### src/rtl/alu_ctrl_pkg.sv
// Shared constants for the ALU control unit.
//   - ALUop encodings from the main controller
//   - R-type funct values (low 6 bits)
//   - 4-bit ALU control codes (zero-extended to CTRL_W by the decoder)
//   - sequencer state enum
package alu_ctrl_pkg;

  localparam logic [1:0] ALUOP_ADD = 2'b00;
  localparam logic [1:0] ALUOP_SUB = 2'b01;
  localparam logic [1:0] ALUOP_RT  = 2'b10;
  localparam logic [1:0] ALUOP_OR  = 2'b11;

  localparam logic [5:0] FN_ADD  = 6'b100000;
  localparam logic [5:0] FN_SUB  = 6'b100010;
  localparam logic [5:0] FN_AND  = 6'b100100;
  localparam logic [5:0] FN_OR   = 6'b100101;
  localparam logic [5:0] FN_SLT  = 6'b101010;
  localparam logic [5:0] FN_NOR  = 6'b100111;
  localparam logic [5:0] FN_SLL  = 6'b000000;
  localparam logic [5:0] FN_SRL  = 6'b000010;
  localparam logic [5:0] FN_MULT = 6'b011000;

  localparam logic [3:0] CODE_AND  = 4'b0000;
  localparam logic [3:0] CODE_OR   = 4'b0001;
  localparam logic [3:0] CODE_ADD  = 4'b0010;
  localparam logic [3:0] CODE_SUB  = 4'b0110;
  localparam logic [3:0] CODE_SLT  = 4'b0111;
  localparam logic [3:0] CODE_NOR  = 4'b1100;
  localparam logic [3:0] CODE_SLL  = 4'b1000;
  localparam logic [3:0] CODE_SRL  = 4'b1001;
  localparam logic [3:0] CODE_MULT = 4'b1010;
  localparam logic [3:0] CODE_ILL  = 4'b1111;

  typedef enum logic [1:0] {
    S_IDLE  = 2'd0,
    S_BUSY  = 2'd1,
    S_VALID = 2'd2
  } state_t;

endpackage

### src/rtl/alu_ctrl_seq_if.sv
// Handshake bundle between the main controller (master) and the ALU control
// unit (slave).
//   in_valid/in_ready   request handshake, carries alu_op + funct
//   out_valid/out_ready result handshake, carries alu_ctrl + illegal
//   flush               synchronous abort from the controller
//   mc_busy             multi-cycle op in progress
interface alu_ctrl_seq_if #(
  parameter int CTRL_W  = 4,
  parameter int FUNCT_W = 6
);
  logic               in_valid;
  logic               in_ready;
  logic [1:0]         alu_op;
  logic [FUNCT_W-1:0] funct;
  logic               out_valid;
  logic               out_ready;
  logic [CTRL_W-1:0]  alu_ctrl;
  logic               illegal;
  logic               mc_busy;
  logic               flush;

  modport master (
    output in_valid, alu_op, funct, out_ready, flush,
    input  in_ready, out_valid, alu_ctrl, illegal, mc_busy
  );

  modport slave (
    input  in_valid, alu_op, funct, out_ready, flush,
    output in_ready, out_valid, alu_ctrl, illegal, mc_busy
  );
endinterface

### src/rtl/alu_ctrl_dec.sv
// Combinational ALUop/funct decoder.
//   alu_op   in  2        ALUop from the main controller
//   funct    in  FUNCT_W  R-type function field
//   ctrl     out CTRL_W   control code, zero-extended from 4 bits
//   illegal  out 1        funct not recognised (R-type only)
//   is_multi out 1        op needs the multi-cycle sequence (mult)
module alu_ctrl_dec
  import alu_ctrl_pkg::*;
#(
  parameter int CTRL_W  = 4,
  parameter int FUNCT_W = 6
) (
  input  logic [1:0]         alu_op,
  input  logic [FUNCT_W-1:0] funct,
  output logic [CTRL_W-1:0]  ctrl,
  output logic               illegal,
  output logic               is_multi
);

  logic [3:0] code;
  logic       upper_zero;

  // Any bit set above funct[5] makes the R-type funct unrecognisable.
  assign upper_zero = ((funct >> 6) == '0);

  always_comb begin
    code     = CODE_ILL;
    illegal  = 1'b0;
    is_multi = 1'b0;
    case (alu_op)
      ALUOP_ADD: code = CODE_ADD;
      ALUOP_SUB: code = CODE_SUB;
      ALUOP_OR:  code = CODE_OR;
      default: begin
        illegal = 1'b1;
        if (upper_zero) begin
          illegal = 1'b0;
          case (funct[5:0])
            FN_ADD:  code = CODE_ADD;
            FN_SUB:  code = CODE_SUB;
            FN_AND:  code = CODE_AND;
            FN_OR:   code = CODE_OR;
            FN_SLT:  code = CODE_SLT;
            FN_NOR:  code = CODE_NOR;
            FN_SLL:  code = CODE_SLL;
            FN_SRL:  code = CODE_SRL;
            FN_MULT: begin
              code     = CODE_MULT;
              is_multi = 1'b1;
            end
            default: begin
              code    = CODE_ILL;
              illegal = 1'b1;
            end
          endcase
        end
      end
    endcase
  end

  assign ctrl = CTRL_W'(code);

endmodule

### src/rtl/alu_ctrl_seq.sv
// Handshaked ALU control unit: decodes ALUop/funct into a registered control
// word and sequences multi-cycle ops (mult) with a busy countdown.
//   clk  in  rising-edge clock
//   rst  in  asynchronous active-high reset
//   bus  slave side of alu_ctrl_seq_if (request, result, flush, mc_busy)
//
// state   | meaning
// S_IDLE  | no result held, ready for a request
// S_BUSY  | multi-cycle op counting down, mc_busy high
// S_VALID | result presented, held until out_ready
module alu_ctrl_seq
  import alu_ctrl_pkg::*;
#(
  parameter int CTRL_W     = 4,
  parameter int FUNCT_W    = 6,
  parameter int MUL_CYCLES = 4
) (
  input logic          clk,
  input logic          rst,
  alu_ctrl_seq_if.slave bus
);

  localparam int CNT_W = ($clog2(MUL_CYCLES) < 1) ? 1 : $clog2(MUL_CYCLES);

  state_t             state;
  logic [CNT_W-1:0]   cnt;
  logic               out_valid_q;
  logic [CTRL_W-1:0]  alu_ctrl_q;
  logic               illegal_q;
  logic               mc_busy_q;

  logic [CTRL_W-1:0]  dec_ctrl;
  logic               dec_illegal;
  logic               dec_multi;
  logic               in_ready_c;
  logic               accept;

  alu_ctrl_dec #(
    .CTRL_W  (CTRL_W),
    .FUNCT_W (FUNCT_W)
  ) u_dec (
    .alu_op   (bus.alu_op),
    .funct    (bus.funct),
    .ctrl     (dec_ctrl),
    .illegal  (dec_illegal),
    .is_multi (dec_multi)
  );

  // In VALID a new request rides on the same edge the current result leaves.
  assign in_ready_c = !bus.flush &&
                      ((state == S_IDLE) || ((state == S_VALID) && bus.out_ready));
  assign accept     = bus.in_valid && in_ready_c;

  always_ff @(posedge clk or posedge rst) begin
    if (rst) begin
      state       <= S_IDLE;
      cnt         <= '0;
      out_valid_q <= 1'b0;
      alu_ctrl_q  <= '0;
      illegal_q   <= 1'b0;
      mc_busy_q   <= 1'b0;
    end else if (bus.flush) begin
      state       <= S_IDLE;
      cnt         <= '0;
      out_valid_q <= 1'b0;
      mc_busy_q   <= 1'b0;
    end else begin
      case (state)
        S_BUSY: begin
          if (cnt == '0) begin
            state       <= S_VALID;
            out_valid_q <= 1'b1;
            mc_busy_q   <= 1'b0;
          end else begin
            cnt <= cnt - 1'b1;
          end
        end
        default: begin
          if (accept) begin
            alu_ctrl_q <= dec_ctrl;
            illegal_q  <= dec_illegal;
            if (dec_multi) begin
              // Accept edge plus MUL_CYCLES-1 counting edges.
              state       <= S_BUSY;
              cnt         <= CNT_W'(MUL_CYCLES - 2);
              out_valid_q <= 1'b0;
              mc_busy_q   <= 1'b1;
            end else begin
              state       <= S_VALID;
              out_valid_q <= 1'b1;
              mc_busy_q   <= 1'b0;
            end
          end else if ((state == S_VALID) && bus.out_ready) begin
            state       <= S_IDLE;
            out_valid_q <= 1'b0;
          end
        end
      endcase
    end
  end

  assign bus.in_ready  = in_ready_c;
  assign bus.out_valid = out_valid_q;
  assign bus.alu_ctrl  = alu_ctrl_q;
  assign bus.illegal   = illegal_q;
  assign bus.mc_busy   = mc_busy_q;

endmodule

### src/flat_wrapper.sv
// flat-port wrapper written by rule: the top's interface ports become plain ports
module alu_ctrl_seq_flat import alu_ctrl_pkg::*;
#(
  parameter int CTRL_W     = 4,
  parameter int FUNCT_W    = 6,
  parameter int MUL_CYCLES = 4
)
  (clk, rst, bus_in_valid, bus_alu_op, bus_funct, bus_out_ready, bus_flush, bus_in_ready, bus_out_valid, bus_alu_ctrl, bus_illegal, bus_mc_busy);
  alu_ctrl_seq_if #(.CTRL_W(CTRL_W), .FUNCT_W(FUNCT_W)) bus_i ();
  input logic clk;
  input logic rst;
  input wire logic [$bits(bus_i.in_valid)-1:0] bus_in_valid;
  input wire logic [$bits(bus_i.alu_op)-1:0] bus_alu_op;
  input wire logic [$bits(bus_i.funct)-1:0] bus_funct;
  input wire logic [$bits(bus_i.out_ready)-1:0] bus_out_ready;
  input wire logic [$bits(bus_i.flush)-1:0] bus_flush;
  output wire logic [$bits(bus_i.in_ready)-1:0] bus_in_ready;
  output wire logic [$bits(bus_i.out_valid)-1:0] bus_out_valid;
  output wire logic [$bits(bus_i.alu_ctrl)-1:0] bus_alu_ctrl;
  output wire logic [$bits(bus_i.illegal)-1:0] bus_illegal;
  output wire logic [$bits(bus_i.mc_busy)-1:0] bus_mc_busy;
  assign bus_i.in_valid = bus_in_valid;
  assign bus_i.alu_op = bus_alu_op;
  assign bus_i.funct = bus_funct;
  assign bus_i.out_ready = bus_out_ready;
  assign bus_i.flush = bus_flush;
  assign bus_in_ready = bus_i.in_ready;
  assign bus_out_valid = bus_i.out_valid;
  assign bus_alu_ctrl = bus_i.alu_ctrl;
  assign bus_illegal = bus_i.illegal;
  assign bus_mc_busy = bus_i.mc_busy;
  alu_ctrl_seq #(.CTRL_W(CTRL_W), .FUNCT_W(FUNCT_W), .MUL_CYCLES(MUL_CYCLES)) u_core (.clk(clk), .rst(rst), .bus(bus_i));
endmodule
### config.mk
export PLATFORM = sky130hd
export DESIGN_NAME = alu_ctrl_seq_flat
export DESIGN_NICKNAME = d
export VERILOG_FILES = /design/src/rtl/alu_ctrl_pkg.sv /design/src/rtl/alu_ctrl_seq_if.sv /design/src/rtl/alu_ctrl_dec.sv /design/src/rtl/alu_ctrl_seq.sv /design/src/flat_wrapper.sv
export SDC_FILE = /design/constraint.sdc
export NUM_CORES = 1
export LEC_CHECK = 0
export ABC_AREA = 0
export CORE_MARGIN = 2
export CORE_UTILIZATION = 46
export DETAILED_ROUTE_END_ITERATION = 10
export GPL_TIMING_DRIVEN = 0
export PLACE_DENSITY_LB_ADDON = 0.25
export REMOVE_ABC_BUFFERS = 1
export SYNTH_ARGS = -nofsm -noshare
export SYNTH_HDL_FRONTEND = slang
export SYNTH_SLANG_ARGS = --single-unit
### constraint.sdc
create_clock -name clk -period 2.2 [get_ports clk]
set_input_delay 0.55 -clock clk [delete_from_list [all_inputs] [get_ports clk]]
set_output_delay 0.55 -clock clk [all_outputs]
set_load 0.005 [all_outputs]
==> run_1/sizing.png <==
Bar = 10 µm.
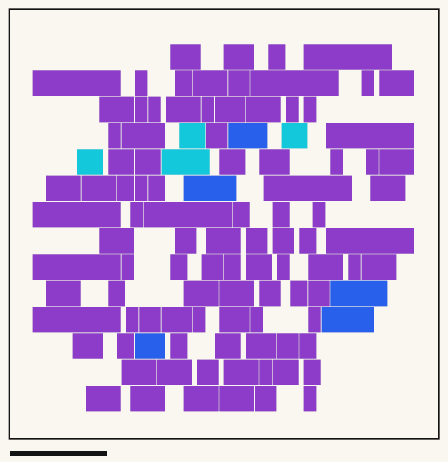
| size | color | cells | share | most used |
|---|---|---|---|---|
| x3 and x4 | cyan | 4 | 3.8% | clkbuf_4 |
| x2 | blue | 5 | 4.7% | nor4b_2 |
| x1 and smaller | purple | 97 | 92% | clkdlybuf4s50_1 |
post-layout instance area: 963 µm²
count of non-CTS buffers in the layout: 20

==> run_1/clock_wires.png <==
Bar = 10 µm.
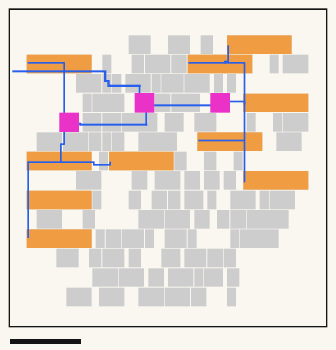
[flip-flops] orange | count: 10
[clock-net drivers] magenta | count: 3
[clock wires] blue | length: 130 µm
routed clock nets: 4
portion of total power attributed to the clock network: 26.0%
clock skew after layout: 2.58 ps
Clk Latency, worst-skew pair: 260 ps

==> run_1/ff_map.png <==
Bar = 10 µm. Other sequential cells in the stronger gray, the rest of the logic in the fainter gray.
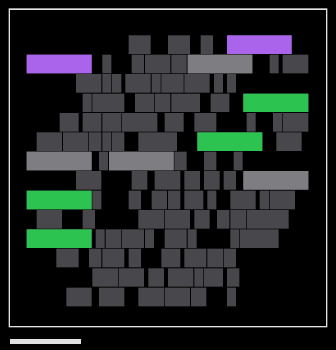
| signal | color | placed flops |
|---|---|---|
| `u_core.bus.alu_ctrl` | green | 4 |
| `u_core.cnt` | purple | 2 |
combined flip-flop and latch cell area: 250 µm²
sequential logic power: 0.000207 W
share of the core filled with cells in the final layout: 64.0%
share of cell area taken by flip-flops and latches: 26.0%

==> metrics.cfg, run 1 <==
[run_status]
outcome=completed

[final_timing]
fmax_mhz=491
report.final.hold_viol_count=0
holdWs_ps=470
final.setup.worst_slack_ps=163
finalClockPeriodUsage_pct=92.6
setup-tns-final_ps=0

[logic_synthesis]
synth.yosys.num_cells=88
synth.avg_cell_area_um2=8.49
async_reset_ff_share_pct=100
post_synth_and_or_nand_nor_area_fraction_pct=32.8
post_synth_inst_count=88
xor_share_pct=0

[pwr]
fin_total_pwr_w=0.000453
seq_power_share_pct=45.7
power.switching_w=0.000119
pwr-share-comb_pct=28.3

[run]
cap_violations=0
warning_count=25

[cells_and_area]
layout.clock_buffers=3
sh_comb_area_pct=47.5
layout-drive-gt1-share_pct=8.49
final-nonclk-buf-share_pct=20.5
biggestCellCategory=multi-input combinational cells

[floorplan]
row_count=14
floorplan.die_area_um2=1960
nWellTaps=16
io_pins=21

[setup_path]
critPathRequiredTime_ps=1650
critical_path.slowest_cell=sky130_fd_sc_hd__clkdlybuf4s50_1
cp-startpoint=bus_out_ready
cell_count_along_the_critical_path=4

[global_routing]
grt_pass1_wl_um=2770
most_utilized_layer_in_the_global_route_result=met2
antenna_found_initial=0

[route]
dr.max_layer_used=met3
wire_per_inst_um=13.5
drt_pre_antenna_iters=4
antenna_left=0

[clock_tree]
cts_hold_buffers=0
post_cts.resized_instances=2
clock-sinks=10
cts-root-buf=sky130_fd_sc_hd__clkbuf_4
cts.reportedPaths.clkPinSlew_ps=60

[min_path]
hold-path-endpoint=u_core.bus.alu_ctrl[3]
holdCritPathClass=flop to flop

==> run_1/m2.png <==
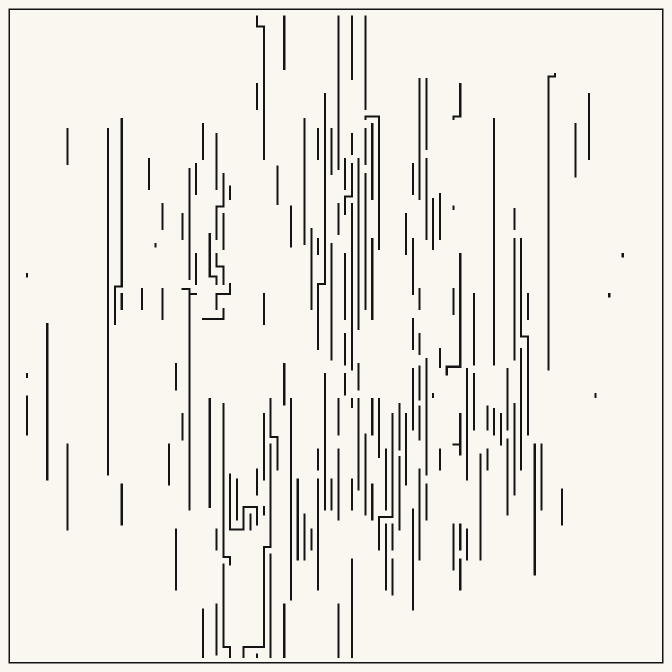

==> run 2, diff against run 1 <==
GPL_ROUTABILITY_DRIVEN = 0   (was unset)
PLACE_DENSITY = 0.83   (was unset)
PLACE_DENSITY_LB_ADDON = unset   (was 0.25)
==> run_2/m2.png <==
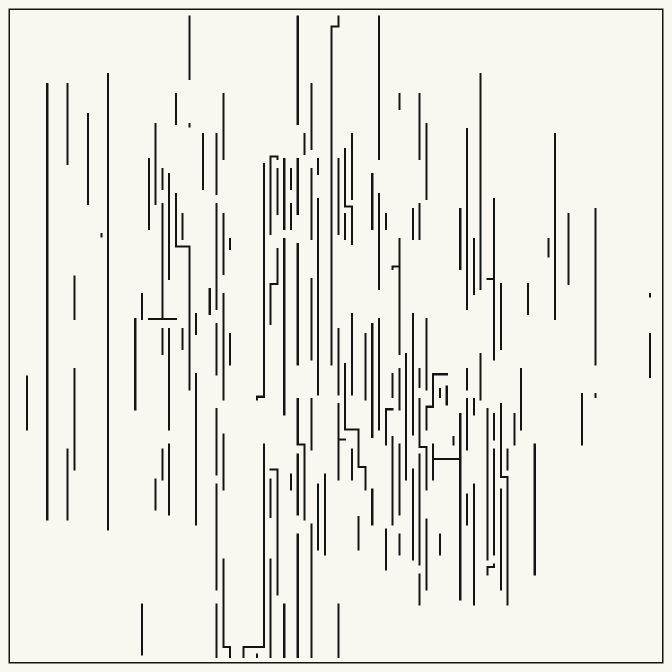
nets with wire on the layer: 102
share of all routed wire: 48%
wire length on this layer: 832 µm
main direction: vertical
global-route track usage on met2: 32.4%
final WL: 1720 µm

==> run_2/clock_nets.png <==
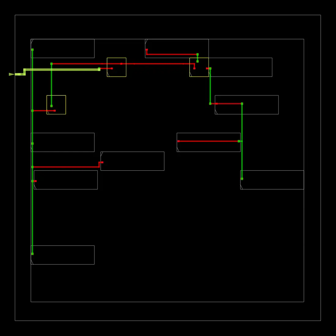
clock network power consumption: 0.000118 W
number of clock buffers in the layout: 3

==> run_2/sizing.png <==
Bar = 10 µm.
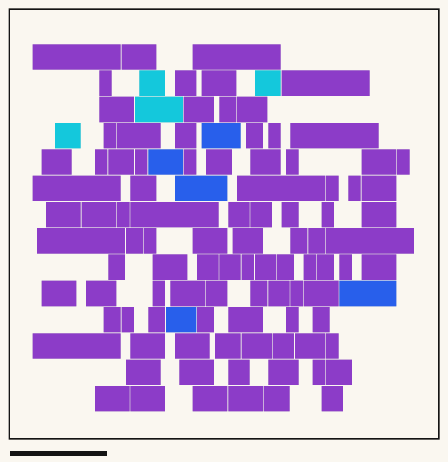
| size | color | cells | share |
|---|---|---|---|
| x1 and smaller | purple | 97 | 92% |
| x2 | blue | 5 | 4.7% |
| x3 and x4 | cyan | 4 | 3.8% |
post-layout instance area: 962 µm²
area growth from synthesis to final layout: 28.8%
Final Worst Setup Slack: 166 ps

==> run 2 against run 1 <==
Compared with the run above: critical path depth did not move; clock skew fell by 1.3 ps; register-to-register slack barely moved; sequential share of layout area barely moved; via count fell by 2.6%; largest cell class unchanged; flip-flop count did not move.
==> metrics.cfg, run 2 <==
[floorplan]
nWellTaps=16  ; unchanged
row_count=14  ; unchanged
io_pins=21  ; unchanged
floorplan.die_area_um2=1960  ; unchanged

[run]
cap_violations=0  ; unchanged

[route]
wire_per_inst_um=14.1  ; +4.6%
drt_pre_antenna_iters=4  ; unchanged
antenna_left=0  ; unchanged

[final_timing]
setup-tns-final_ps=0  ; unchanged
finalClockPeriodUsage_pct=92.4  ; -0.13 points
fmax_mhz=492  ; +0.14%

[run_status]
outcome=completed

[logic_synthesis]
post_synth_and_or_nand_nor_area_fraction_pct=32.8  ; unchanged
synth.yosys.num_cells=88  ; unchanged
post_synth_inst_count=88  ; unchanged

[pwr]
pg_seq_w=0.000208  ; about the same
power_frac_clock_pct=26.0  ; about the same
power.switching_w=0.000122  ; +2.0%

[min_path]
hold-path-endpoint=u_core.bus.illegal

[cells_and_area]
layout-drive-gt1-share_pct=8.49  ; unchanged
fin_util_pct=63.9  ; -0.083 points
nonClockBufferCount=20  ; unchanged
final-nonclk-buf-share_pct=20.5  ; +0.027 points
biggestCellCategory=multi-input combinational cells

[clock_tree]
cts-root-buf=sky130_fd_sc_hd__clkbuf_4
clock-sinks=10  ; unchanged

[setup_path]
cp-startpoint=bus_out_ready
critPathRequiredTime_ps=1650  ; about the same

[global_routing]
grt_pass1_wl_um=2850  ; +2.7%
most_utilized_layer_in_the_global_route_result=met2

Power and IR drop assume default switching activity.
